### src/rtl/mem_arbiter.sv
// ---------------------------------------------------------------------------
// mem_arbiter
//   Memory-side arbiter between N_REQ cache read requesters, one write port
//   and a single memory. Read misses are queued in a DEPTH-entry circular
//   FIFO (any DEPTH >= 2). Writes bypass the FIFO and win over reads.
//   Memory responses are broadcast unchanged to every requester.
//
// Optional feature (compile-time macro MEM_ARB_MERGE_EN):
//   A pushed address that matches a valid FIFO entry or an earlier accepted
//   push of the same cycle is dropped. It is still acknowledged and takes
//   no slot, because the broadcast response serves it anyway.
//
// Ports
//   clk, rst          clock, synchronous active-high reset
//   req_ren/raddr     per-requester read valid and address (slice i)
//   req_rready        per-requester accept strobe
//   wr_en/addr/line   write request, wr_ready = accept strobe
//   mem_ready         memory can take one request next cycle
//   mem_req_*         registered single-cycle read / write pulses to memory
//   mem_rec_*         memory response input
//   rec_*             combinational broadcast copy of mem_rec_*
//   occupancy         registered FIFO fill level
//
// Handshake: a transfer happens in a cycle where valid (req_ren[i] / wr_en)
// and ready (req_rready[i] / wr_ready) are both high. Ready never depends on
// the same requester's valid; a refused requester holds valid and retries.
// ---------------------------------------------------------------------------
module mem_arbiter #(
    parameter int N_REQ  = 2,
    parameter int DEPTH  = 4,
    parameter int ADDR_W = 32,
    parameter int LINE_W = 128
) (
    input  logic                      clk,
    input  logic                      rst,
    input  logic [N_REQ-1:0]          req_ren,
    input  logic [N_REQ*ADDR_W-1:0]   req_raddr,
    output logic [N_REQ-1:0]          req_rready,
    input  logic                      wr_en,
    input  logic [ADDR_W-1:0]         wr_addr,
    input  logic [LINE_W-1:0]         wr_line,
    output logic                      wr_ready,
    input  logic                      mem_ready,
    output logic                      mem_req_ren,
    output logic [ADDR_W-1:0]         mem_req_raddr,
    output logic                      mem_req_wen,
    output logic [ADDR_W-1:0]         mem_req_waddr,
    output logic [LINE_W-1:0]         mem_req_wline,
    input  logic                      mem_rec_en,
    input  logic [ADDR_W-1:0]         mem_rec_addr,
    input  logic [LINE_W-1:0]         mem_rec_line,
    output logic                      rec_en,
    output logic [ADDR_W-1:0]         rec_addr,
    output logic [LINE_W-1:0]         rec_line,
    output logic [$clog2(DEPTH+1)-1:0] occupancy
);

    localparam int PTR_W = $clog2(DEPTH);
    localparam int OCC_W = $clog2(DEPTH+1);

    logic [ADDR_W-1:0] fifo_q [DEPTH];
    logic [PTR_W-1:0]  head_q;
    logic [PTR_W-1:0]  tail_q;
    logic [OCC_W-1:0]  occ_q;

    // Combinational push / issue decisions for the current cycle
    logic [N_REQ-1:0]  store;
    logic [PTR_W-1:0]  slot [N_REQ];
    logic [ADDR_W-1:0] first_addr;
    logic [ADDR_W-1:0] pop_addr;
    logic              do_write;
    logic              do_pop;
    int                n_store;

    // Pointer arithmetic modulo DEPTH; DEPTH need not be a power of two.
    function automatic logic [PTR_W-1:0] wrap_add(input logic [PTR_W-1:0] base,
                                                  input int off);
        int sum;
        sum = (int'(base) + off) % DEPTH;
        return PTR_W'(sum);
    endfunction

    assign rec_en    = mem_rec_en;
    assign rec_addr  = mem_rec_addr;
    assign rec_line  = mem_rec_line;
    assign occupancy = occ_q;
    assign wr_ready  = mem_ready && !rst;

    always_comb begin
        int          free;
        int          seen;
        logic        dup;
        logic [ADDR_W-1:0] addr_i;
        free       = DEPTH - int'(occ_q);
        seen       = 0;
        n_store    = 0;
        req_rready = '0;
        store      = '0;
        first_addr = '0;
        dup        = 1'b0;
        addr_i     = '0;
        for (int i = 0; i < N_REQ; i++) begin
            slot[i] = '0;
        end
        for (int i = 0; i < N_REQ; i++) begin
            addr_i = req_raddr[i*ADDR_W +: ADDR_W];
            // Ready counts every higher-priority request, merged or not,
            // so it never depends on address contents.
            req_rready[i] = !rst && (free > seen);
            dup = 1'b0;
`ifdef MEM_ARB_MERGE_EN
            for (int k = 0; k < DEPTH; k++) begin
                if (k < int'(occ_q) && fifo_q[wrap_add(head_q, k)] == addr_i)
                    dup = 1'b1;
            end
            for (int j = 0; j < i; j++) begin
                if (req_ren[j] && req_rready[j] &&
                    req_raddr[j*ADDR_W +: ADDR_W] == addr_i)
                    dup = 1'b1;
            end
`endif
            if (req_ren[i] && req_rready[i] && !dup) begin
                store[i] = 1'b1;
                slot[i]  = wrap_add(tail_q, n_store);
                if (n_store == 0)
                    first_addr = addr_i;
                n_store = n_store + 1;
            end
            if (req_ren[i])
                seen = seen + 1;
        end

        do_write = wr_en && mem_ready;
        do_pop   = mem_ready && !do_write && (occ_q != '0 || n_store != 0);
        // With an empty FIFO the head entry is this cycle's first push.
        pop_addr = (occ_q != '0) ? fifo_q[head_q] : first_addr;
    end

    always_ff @(posedge clk) begin
        for (int i = 0; i < N_REQ; i++) begin
            if (store[i])
                fifo_q[slot[i]] <= req_raddr[i*ADDR_W +: ADDR_W];
        end
    end

    always_ff @(posedge clk) begin
        if (rst) begin
            head_q        <= '0;
            tail_q        <= '0;
            occ_q         <= '0;
            mem_req_ren   <= 1'b0;
            mem_req_raddr <= '0;
            mem_req_wen   <= 1'b0;
            mem_req_waddr <= '0;
            mem_req_wline <= '0;
        end else begin
            tail_q      <= wrap_add(tail_q, n_store);
            occ_q       <= occ_q + OCC_W'(n_store) - OCC_W'(do_pop);
            mem_req_ren <= do_pop;
            mem_req_wen <= do_write;
            if (do_pop) begin
                head_q        <= wrap_add(head_q, 1);
                mem_req_raddr <= pop_addr;
            end
            if (do_write) begin
                mem_req_waddr <= wr_addr;
                mem_req_wline <= wr_line;
            end
        end
    end

endmodule

### config.mk
export PLATFORM = sky130hd
export DESIGN_NAME = mem_arbiter
export DESIGN_NICKNAME = d
export VERILOG_FILES = /design/src/rtl/mem_arbiter.sv
export SDC_FILE = /design/constraint.sdc
export NUM_CORES = 1
export LEC_CHECK = 0
export CAP_MARGIN = 40
export CORE_AREA = 2 2 295 297
export CTS_CLUSTER_DIAMETER = 30
export DETAILED_ROUTE_END_ITERATION = 8
export DIE_AREA = 0 0 297 299
export PLACE_DENSITY = 0.4
export SETUP_SLACK_MARGIN = 0.5
export SYNTH_ARGS = -nofsm -noshare
export SYNTH_HDL_FRONTEND = slang
export SYNTH_SLANG_ARGS = --single-unit
### constraint.sdc
create_clock -name clk -period 15.8 [get_ports clk]
set_input_delay 4.74 -clock clk [delete_from_list [all_inputs] [get_ports clk]]
set_output_delay 4.74 -clock clk [all_outputs]
set_load 0.05 [all_outputs]
==> impl_metrics.toml, run 1 <==
# synthesis and place-and-route metrics
[job]
openroad.warnings = 28
cap_violations = 0

[clock_network]
cts_setup_buffers = 0
clk_latency_ps = 660
postCtsHoldBufs = 0
numCtsBuffers = 110
numClockSinks = 331
clk_pin_slew_ps = 40
ctsResizeCount = 0
cts-root-buf = "clkbuf_16"
cts_tree = "done"
cts.htree.levels = 3

[setup_path]
start_kind = "primary input"
cp_max_fo = 3
crit_path_cell_trace = "clkdlybuf4s50_1 > ha_1 > nor2_1 > nor2_1 > nor2_1 > clkdlybuf4s50_1"
end_kind = "output pin"
crit_path_frequent_cell = "nor2_1"
worst-setup-path-type = "in2out"
worstPathRequired_ps = 11060
slowest_delay_ps = 810
cp_slowest_cell = "clkdlybuf4s50_1"

[sta]
worstMarginPinSlew_ps = 845.3
grt_setup_unrepaired = "false"
max-slew-margin-rel_pct = 43.65
fin_crit_sh_pct = 72.52
fin_crit_ps = 11460
maxSlewViolCount = 0
setup_tns_ps = 0
final-setup-viol-count = 0
finalHoldViolCount = 0
fmax_mhz = 87.27
finClkSkew_ps = 29.98

[grt]
grt_overflow_total = 0
antenna_found_initial = 38
grt_pass1_vias = 12960
track_usage_pct = 14.27
grt_max_degree = 79
use_met3_pct = 10.53
grt_pass1_wl_um = 91870

[detailed_routing]
route.detailed.vias_per_inst = 3.987
vias = 12070
finalWirelength_um = 64690
drtAntennaViolNets = 0
drc_errors = 0

[logic_synthesis]
synth_cell_types = 41
async_flop_share_pct = 0
synth.net_count = 1861
top_cell = "nand2_1"
ys_area_um2 = 15360
top_cells_by_count = "nand2_1 (388), dfxtp_1 (203), a21oi_1 (162)"
synthCells = 1458
area_leaders = "dfxtp_1 (26%), edfxtp_1 (25%), nand2_1 (9.5%)"
syn_avg_cell_area_um2 = 10.54
dominantRegCellSynth = "dfxtp_1"
synth-seq-cells = 331
ys_cells = 1458
ys_warn_count = 0
top_cell_area_share_pct = 26.45
edf_count = 128
top_area_cell = "dfxtp_1"

[layout]
fin_nets = 2171
layout-drive-gt1-share_pct = 20.52
areaGrowthSynthToFinish_pct = 54.24
postLayoutCoreUtil_pct = 27.57

[pwr]
powerDensity_nw_per_um2 = 171.9
power.leakage_nw = 8.595
irDropWorstVdd_uv = 108.8
power_mw = 4.074

[die]
fp_util_pct = 17.88
num_rows = 108
ios = 752
core_um2 = 85940
die_x_um = 297
die.size.y_um = 299

[placement]
port_buffers = 429
gp_congestion = 0.7891

[run_status]
status = "complete, no violations"

[min_path]
min_path_type = "reg2reg"
run 1: layer usage:
layer,wire (µm),share of wire (%)
met5,265,0.41
met4,1639,2.5
met3,10600,16
met2,26450,41
met1,25730,40
run 1: through the flow:
stage | worst slack [ps] | hold slack (ps) | area, µm² | std cells
3_3_place_gp | 4277 | 442.4 | 19740 | 2807
2_1_floorplan | 5198 | 489.6 | 15360 | 1458
5_1_grt | 4270 | 470.5 | 23670 | 3017
4_1_cts | 4342 | 453.1 | 23670 | 3017
6_report | 4341 | 449.8 | 23690 | 3026
3_5_place_dp | 4350 | 446.3 | 19830 | 2811
run 1: final timing paths:
| path | start | to | slack [ps] | cells after the start |
|---|---|---|---|---|
| setup / recovery | req_ren[0] | req_rready[1] | 4340 | 6 |
| hold / removal | mem_req_wline[80] | mem_req_wline[80] | 450 | 2 |
| setup reg to reg | occupancy[0] | fifo_q[1][30] | 11400 | 12 |
| hold reg to reg | mem_req_wline[80] | mem_req_wline[80] | 450 | 2 |
run 1: worst max-delay path: cells and delay by family:
| family | cells | cell delay [ps] |
|---|---|---|
| buf+inv | 2 | 1260 |
| fa+ha+maj | 1 | 310 |
| simple gates | 3 | 400 |
run 1: logic make-up (layout without fill, tap and decap cells):
family | count (synthesis) | after routing | synth area share (%)
AND-OR/OR-AND | 234 | 234 | 8.821
XOR/XNOR | 7 | 7 | 0.3991
adder cells (fa/ha/maj) | 12 | 12 | 1.026
buffers and inverters | 266 | 670 | 10.82
flip-flops | 331 | 331 | 51.47
multiplexers | 160 | 160 | 15.49
other | 0 | 9 | 0
AND/OR/NAND/NOR | 448 | 448 | 11.96
run 1: power breakdown:
part | internal [mW] | total (mW) | switching [mW]
Combinational | 0.336 | 0.811 | 0.476
Sequential | 1.01 | 1.05 | 0.0382
Clock | 1.59 | 2.21 | 0.624
run 1: area by class of cell:
class,count,area (µm²)
repair buffers,452,4526
flip-flops and latches,331,7910
well taps,1155,1445
multi-input cells,861,5904
clock inverters,62,726.9
inverters,12,45.04
diodes,9,22.52
fillers,9070,62250
clock buffers,144,3114
run 1: layout by cell type, fill, tap and decap left out, types with 23 or more instances in the layout:
master             n
mux4_2            32
a221o_1           32
nor2b_1           36
mux2_2            70
nand2_1          387
o21ai_0           32
clkdlybuf4s50_1  428
clkbuf_16        113
edfxtp_1         128
a21oi_1          162
mux2_4            58
dfxtp_1          201
clkinv_2          23
run 1: sequential cells by signal, indices dropped and copies added, names as in the netlist, named ones only:
register,cells
occupancy,3
mem_req_wen,1
tail_q,2
mem_req_wline,128
mem_req_waddr,32
mem_req_ren,1
mem_req_raddr,32
head_q,2
fifo_q,128
**Run 1: the metal 2 layer**

Cells faint in the background.
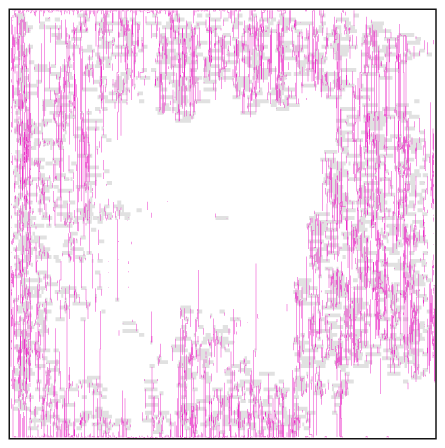
The layer holds 41% of the routed length. The layer carries 26.4 mm of wire. The longest straight run is 105 µm.

**Run 1: the metal 1 layer**

Supply wires on this layer in grey. Cells faint in the background.
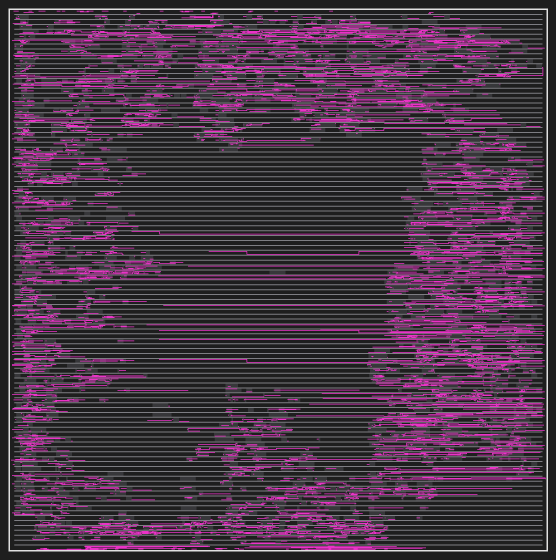
The layer carries 25.7 mm of wire. The layer holds 40% of the routed length. The wires run mostly horizontal. The longest straight run is 162 µm.

**Run 1: routing congestion map**

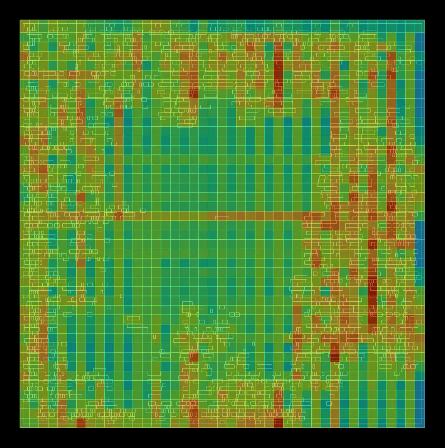
WL/cell: 21.38 µm
met2 Usage GRT: 20.17%
most used routing layer: met2
grt met1 use: 16.44%

==> inputs of run 2 (changes only) <==
- CORE_AREA: 2 2 295 297 -> 2 2 296 298
- DIE_AREA: 0 0 297 299 -> 0 0 298 300
- clock period: 15.8 -> 11.75 ns (I/O delays scaled with it)
==> run 2 against run 1 <==
Effect of this change: combinational power is 34% higher; worst setup slack worse by 1600 ps; largest power group unchanged; first-iteration DRC count is 5.8% lower; via count is 0.44% higher; area after synthesis stayed put; design area is 1.1% lower; hold slack better by 0.65 ps; die area is 0.67% higher; global-route usage is 0.51 points lower; count of clock-buffer cells in the layout is 16 higher.
==> impl_metrics.toml, run 2 <==
# synthesis and place-and-route metrics
[run_status]
status = "complete, no violations"

[clock_network]
numCtsBuffers = 109
ctsResizeCount = 0
numClockSinks = 331
clk_pin_slew_ps = 40
clk_latency_ps = 650

[logic_synthesis]
async_flop_share_pct = 0
synthCells = 1458
top_cell_area_share_pct = 26.45
top_area_cell = "dfxtp_1"
ys_area_um2 = 15360
top_cell = "nand2_1"
ys_warn_count = 0
top_cells_by_count = "nand2_1 (388), dfxtp_1 (203), a21oi_1 (162)"
area_leaders = "dfxtp_1 (26%), edfxtp_1 (25%), nand2_1 (9.5%)"
dominantRegCellSynth = "dfxtp_1"
synth_cell_types = 41
synth-seq-cells = 331

[detailed_routing]
drtAntennaViolNets = 0
vias = 12120
finalWirelength_um = 62820

[die]
num_rows = 108
die.size.y_um = 300

[grt]
grt_overflow_total = 0
grt_pass1_wl_um = 89790

[pwr]
power_frac_seq_pct = 26.8
irDropWorstVdd_uv = 148.1
p_clk_share_pct = 52.7

[layout]
fin_nets = 2168
areaGrowthSynthToFinish_pct = 52.53
layout-drive-gt1-share_pct = 20.13
layout_top_cell = "clkdlybuf4s50_1"

[setup_path]
end_kind = "output pin"
worstPathRequired_ps = 8230
cp_max_fo = 3
r2r_setup_slack_ps = 6990

[sta]
worstMarginPinSlew_ps = 1137
finClkSkew_ps = 16.21
final-setup-viol-count = 0
fmax_mhz = 110.9
maxSlewViolCount = 0
grt_setup_unrepaired = "false"
setup_tns_ps = 0
fin_crit_ps = 9021

[placement]
gp_congestion = 0.7550
## run 2: per-stage QoR
stage / setup WS (ps) / hold slack [ps] / instances / power [mW] / instance area, µm²
final: 2729 / 450.4 / 3017 / 5.281 / 23430
after global routing: 2636 / 469.4 / 3008 / 5.512 / 23410
after CTS: 2724 / 453.0 / 3008 / 5.370 / 23410
after detailed placement: 2725 / 448.9 / 2809 / 2.533 / 19830
after global placement: 2665 / 442.8 / 2805 / 2.512 / 19740
after floorplan: 3578 / 489.6 / 1458 / 2.252 / 15360
## run 2: cells by family (layout without fill, tap and decap cells)
group | Yosys count | count (layout) | share of synthesized area (%)
AND/OR/NAND/NOR | 448 | 448 | 11.96
flip-flops | 331 | 331 | 51.47
buffers and inverters | 266 | 661 | 10.82
AND-OR/OR-AND | 234 | 234 | 8.821
multiplexers | 160 | 160 | 15.49
adder cells (fa/ha/maj) | 12 | 12 | 1.026
XOR/XNOR | 7 | 7 | 0.3991
other | 0 | 9 | 0
## run 2: worst max-delay path, cell delays in order
cell	delay (ps)
clkdlybuf4s50_1	450
ha_1	300
nor2_1	230
nor2_1	70
nor2_1	110
clkdlybuf4s50_1	810
## run 2: path summary, 6_finish.rpt
path,from,end,cells past startpoint
setup / recovery,req_ren[0],req_rready[1],6
hold / removal,mem_req_wline[4],mem_req_wline[4],2
setup reg to reg,occupancy[0],fifo_q[0][27],12
hold reg to reg,mem_req_wline[4],mem_req_wline[4],2
## run 2: power by group through the flow
stage | Clock, mW | Sequential (mW) | Combinational (mW)
floorplan | 0 | 1.58 | 0.667
global placement | 0 | 1.43 | 1.08
detailed placement | 0 | 1.43 | 1.10
CTS | 2.85 | 1.42 | 1.10
global route | 2.92 | 1.43 | 1.17
finish | 2.78 | 1.41 | 1.09
## run 2: per-layer routing
metal | GRT usage, % | share of wire (%) | wire length (µm)
met5 | 0.8466 | 0.39 | 243
met3 | 9.343 | 15 | 9301
met2 | 18.93 | 40 | 25190
met4 | 5.683 | 3.0 | 1899
met1 | 16.42 | 42 | 26180
## run 2: area by class of cell
type	count	share of cell area, %
multi-input cells	861	25.20
clock buffers	160	13.57
diodes	9	0.09611
inverters	12	0.1922
repair buffers	450	19.30
flip-flops and latches	331	33.76
clock inverters	39	1.719
well taps	1155	6.167
**Run 2: I/O nets highlighted**

The bar under the picture is 100 µm long.
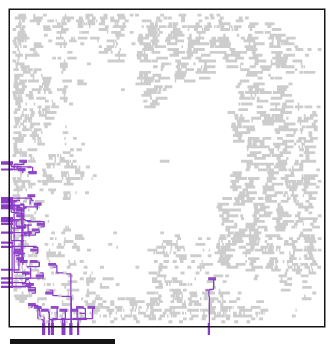
Purple stands for mem_req_waddr, bits 32, direction output, end cells 32, buffers 32, wire 1330 µm.
Boundary Pins: 752
IO buf count: 429

**Run 2: routing congestion map**

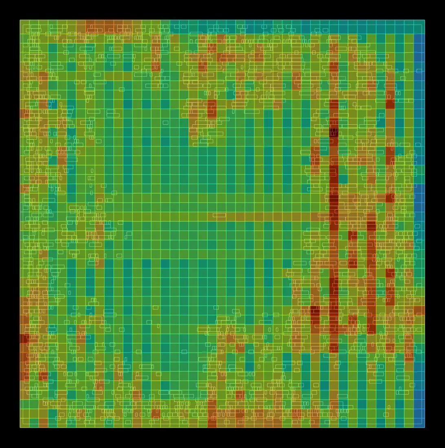
Tot GR Track Use: 13.75%
met2 Usage GRT: 18.93%
WL/cell: 20.82 µm
met3 GRT Util: 9.343%

**Run 2: register map, names as in the netlist**

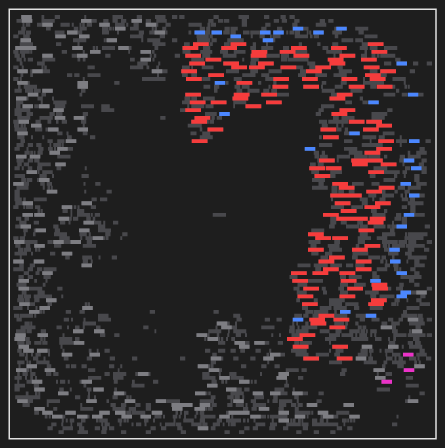
Blue stands for mem_req_raddr, sequential cells 32. Red stands for fifo_q, sequential cells 128. Magenta stands for occupancy, sequential cells 3.
Another 168 sequential cells are not coloured.
flop share of the area: 33.76%
FF+latch area: 7910 µm²
Final Util: 27.18%
Seq power: 1.41 mW

Power is estimated from default activity; no workload was simulated.
